==> config.mk <==
export PLATFORM = sky130hd
export DESIGN_NAME = fetch
export DESIGN_NICKNAME = d
export VERILOG_FILES = /design/src/rtl/fetch.sv
export SDC_FILE = /design/constraint.sdc
export NUM_CORES = 1
export LEC_CHECK = 0
export ABC_AREA = 1
export CORE_ASPECT_RATIO = 0.8
export CORE_UTILIZATION = 40
export DETAILED_ROUTE_END_ITERATION = 8
export GPL_ROUTABILITY_DRIVEN = 0
export PLACE_DENSITY = 0.83
export RECOVER_POWER = 50
export SLEW_MARGIN = 20
export SYNTH_ARGS = -nofsm -noshare
export SYNTH_HDL_FRONTEND = slang
export SYNTH_SLANG_ARGS = --single-unit
==> constraint.sdc <==
create_clock -name i_CLK -period 1.7 [get_ports i_CLK]
set_input_delay 0.34 -clock i_CLK [delete_from_list [all_inputs] [get_ports i_CLK]]
set_output_delay 0.34 -clock i_CLK [all_outputs]
set_load 0.05 [all_outputs]
### Cell classes on the final placement, run 1

Scale bar: 20 um. Fill, decap, tap and diode cells in grey.
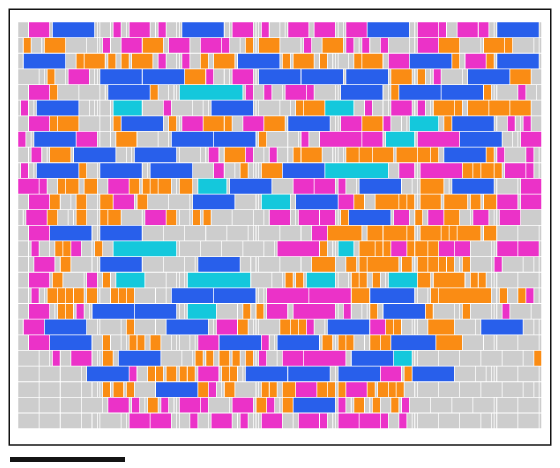
clock drivers and dummy loads: shown in cyan, cells 16, share of their area 6.8%. sequential cells: shown in blue, cells 67, share of their area 33%. combinational and other logic: shown in orange, cells 214, share of their area 30%. remaining buffers and delay cells: shown in magenta, cells 152, share of their area 29%.
Layout Utilization: 64.0%
fraction of area in registers: 32.6%
Core Area: 6440 sq um
post-route cell area: 4120 sq um

### Routing congestion map, run 1

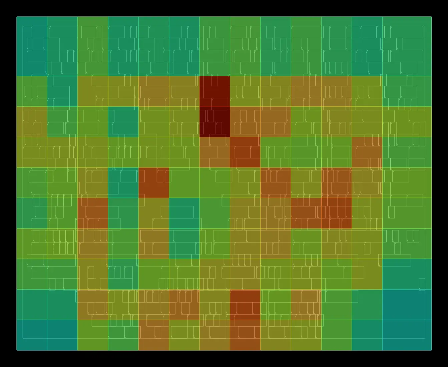
met2 routing resource usage after global routing: 34.1%
total global routing track utilization: 19.2%
met1 capacity usage during global routing: 22.5%
met3 track demand over resource in global routing: 6.29%
busiest layer in global routing: met2

### Signal wires by layer, run 1

Scale bar: 20 um. Two of the layers only.
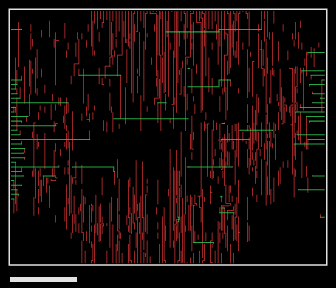
metal 2: shown in red, wire length 3,440 um. metal 3: shown in green, wire length 354 um.
via count of the routed design: 2,491
total routed wirelength: 6.67 mm
Routed WL per cell: 12.5 um

==> summary.txt <==
Update from the flow run.

The flip-flop and latch count after synthesis is 67. The number of global-route vias before repair is 2,291. The number of clock sinks came to 67.

The number of warnings the tools reported is 30. The number of buffers created by CTS is 9. Nets still carrying antenna violations after routing amount to 0. The logic depth of the worst setup path including buffers is 11.

The startpoint-to-endpoint class of the critical path is flip-flop to flip-flop. The dominant register cell is sky130_fd_sc_hd__dfxtp_1. The filler cell count is 580. On the worst setup and hold paths after CTS, the clock-pin slew comes to 0.07 ns. The final critical path time including I/O delays and setup is 1.59 ns. The number of max-cap violations is 0. The H-tree was split into 3 levels. The global-route wire length before repair is 10.5 mm. The number of nets in the finished design is 518. Static timing analysis puts the maximum clock frequency at 630 MHz. The final critical path takes up 93.4% of the cycle. The critical path arrival is 1.81 ns. The synthesis-to-layout area growth is 52.5%. The mapped netlist covers 2700 sq um. The register share after synthesis is 49.6%.

Among cell families on the critical path, the largest total delay comes from simple AND/OR/NAND/NOR gates. The number of input and output port buffers inserted is 133. The final worst slack is 0.111 ns. The floorplan step defined a die boundary enclosing 7090 sq um. The detailed placer's ending HPWL is 5.06 mm. The library cell used most frequently in the layout, excluding fill and tap cells, is sky130_fd_sc_hd__nor2_1. The number of diodes added for antenna fixing is 0. The compound-cell area share of the yosys netlist is 7.69%. The starting density of the core is 42.0%. In this run the critical path is formed by inv_1 > ha_2 > inv_2 > nand2_4 > nor2_4 > nand2_4 > nand2_4 > inv_2 > buf_12 > nor2_2 > nor2_1. The post-synthesis share of cell area spent on xor and xnor gates is 0%. The number of enable flip-flop cells is 0.

The worst-case register-to-register setup slack is 0.11 ns. Ranking logic cells in the layout by count gives the top entries sky130_fd_sc_hd__nor2_1 (89), sky130_fd_sc_hd__clkdlybuf4s50_1 (68), sky130_fd_sc_hd__dfxtp_1 (65). Each instance of the synthesized netlist takes up on average 9.04 sq um. The post-placement cell count is 516.

The count of buffering cells on the critical path with inverters included is 4. The pre-CTS setup check shows a worst slack of -0.248 ns. Per the breakdown, switching nets consume 35.9% of all power. The analysis attributes to net switching a power of 2.06 mW.

The via density per instance is 4.67. Registers take 1340 sq um. The number of buffers between clock root and the deepest sink is 2.

The TritonCTS clock tree is done. For reference, the placement row count at floorplan is 26. The number of setup violations in the final report is 0. In the power breakdown, the internal column shows 3.68 mW. The clock reaches the later pin of the worst-skew pair after 0.33 ns. Synthesis instantiated 25 different standard cells from the library.

The register with the most flip-flops in the layout has 32 of them. The count of final max-slew check failures is 0. The run finished with clean final reports.

In this run the VDD rail shows a maximum IR drop of 0.612 mV. In the final report, the number of hold violations comes to 0. Pin placement for this block handled 136 I/O pins. The transition time recorded at the tightest slew-check pin is 0.638 ns. In the synthesized netlist, mux cells make up 10.7% of the area.

The required time at the worst endpoint is listed as 1.92 ns. The layout report lists the multi-input gate area as 1170 sq um. Logic depth along the worst register-to-register path is recorded as 11. Per STA, the highest per-stage delay on the worst path measures 0.36 ns. Per report_power, the sequential group accounts for 32.8% of the total.

The die is 93.9 um wide. Synthesis produced 299 cells. For reference, the top logic cell family by area is simple AND/OR/NAND/NOR gates. During synthesis, Yosys emitted a total of 0 warnings.

The leftover overflow at the end of global routing is 0. The layout summary lists the proportion of cells stronger than drive strength 1 as 15.8%. In the hold timing report, the worst path depth is 2. For this run, the chip area from Yosys synthesis comes to 2700 sq um. According to the floorplan report, the die height is 75.5 um.

The critical path maximum fanout is 18. The power per cell area is 1390 nW/um^2. For this design, Yosys synthesis ends with a cell count of 299. The number of remaining DRC errors is 0.

In this run the static leakage power is 1.83 nW. The flow reports that combinational logic draws 36.6% of the design power. The type of origin of the critical path is a flip-flop. The share of synthesized registers carrying an async set or reset is 0%. The clock share of power is 30.6%. STA classifies the critical path endpoint as a flip-flop. Clock skew on the completed layout was measured at 0.00509 ns.

Checking max transition, the worst relative margin is 57.6%. The largest net degree at the start of global routing is 28. The initial antenna violation count is 0.

The timing report shows the most common cell along the critical path to be sky130_fd_sc_hd__nand2_4. The standard cell with the maximum stage delay on the critical path is sky130_fd_sc_hd__dfxtp_2. The count of cells in the finished layout, fillers not included, comes to 533. For reference, simple AND, OR, NAND and NOR cells occupy 21.6% of the area reported after synthesis. The number of buffers inserted by hold repair at cts is 0.
run 1: stage by stage:
step            TNS, ns  hold WS (ns)  total power [mW]  cell area, sq um
2_1_floorplan         0         0.476              3.37              2710
3_3_place_gp      -6.41         0.459              4.04              4050
3_5_place_dp     -10.23         0.462              4.09              4050
4_1_cts               0         0.483              5.88              4330
5_1_grt        -0.00601         0.506              6.05              4120
6_report              0         0.479              5.74              4120
run 1: cells in the mapped netlist (2+ instances only):
cell type / instances / area share (%)
sky130_fd_sc_hd__ha_1: 5 / 2.3
sky130_fd_sc_hd__nand4_1: 5 / 1.2
sky130_fd_sc_hd__buf_6: 8 / 3.3
sky130_fd_sc_hd__nor2_2: 8 / 1.9
sky130_fd_sc_hd__nand2_1: 10 / 1.4
sky130_fd_sc_hd__dfxtp_1: 67 / 50
sky130_fd_sc_hd__nor2_1: 90 / 12
sky130_fd_sc_hd__nand3_1: 6 / 1.1
sky130_fd_sc_hd__clkbuf_1: 3 / 0.42
sky130_fd_sc_hd__o31ai_1: 2 / 0.56
sky130_fd_sc_hd__mux2i_1: 29 / 11
sky130_fd_sc_hd__buf_4: 8 / 2.2
sky130_fd_sc_hd__nand2_4: 5 / 2.1
sky130_fd_sc_hd__nand3_2: 3 / 1.1
sky130_fd_sc_hd__o21ai_0: 30 / 5.6
sky130_fd_sc_hd__inv_1: 10 / 1.4
sky130_fd_sc_hd__inv_2: 2 / 0.28
run 1: kinds of logic after synthesis:
group	after synthesis
and+or+nand+nor	128
DFF	67
AOI/OAI and AO/OA	37
buffers and inverters	32
muxes	29
adders and majority gates	5
other	1
run 1: power groups by stage:
stage | clock (mW) | combinational (mW) | sequential [mW]
global placement | 0 | 2.15 | 1.90
floorplan | 0 | 0.888 | 2.48
finish | 1.76 | 2.10 | 1.88
global route | 1.88 | 2.27 | 1.90
CTS | 1.81 | 2.20 | 1.88
detailed placement | 0 | 2.18 | 1.91
run 1: what timing repair did:
item                       4_1_cts  5_1_grt
buffers inserted                 0        1
setup endpoints to repair        4       56
gates resized                    3        7
gates cloned                     0        0
pin swaps                        0        1
run 1: tightest hold or removal path: stages (launching register included):
cell	delay, ns
sky130_fd_sc_hd__dfxtp_1	0.33
sky130_fd_sc_hd__nand2_1	0.05
sky130_fd_sc_hd__nand3_1	0.07
run 1: area by class of cell:
| class | count | area share (%) |
|---|---|---|
| sequential | 67 | 32.6 |
| timing repair buffer | 152 | 28.5 |
| multi-input combinational | 201 | 28.4 |
| clock buffer | 10 | 3.34 |
| clock inverter | 6 | 3.31 |
| tap | 84 | 2.55 |
| inverter | 13 | 1.24 |
run 1: layer usage:
layer | global-route usage (%) | wire, um | up-vias | part of all wire (%)
li1 | - | - | 1252 | -
met2 | 34.1 | 3440 | 73 | 51
met1 | 22.5 | 2790 | 1155 | 42
met5 | 0 | 0 | - | 0
met4 | 5.81 | 89 | 0 | 1.3
met3 | 6.29 | 354 | 11 | 5.3
Power and IR drop assume default switching activity.
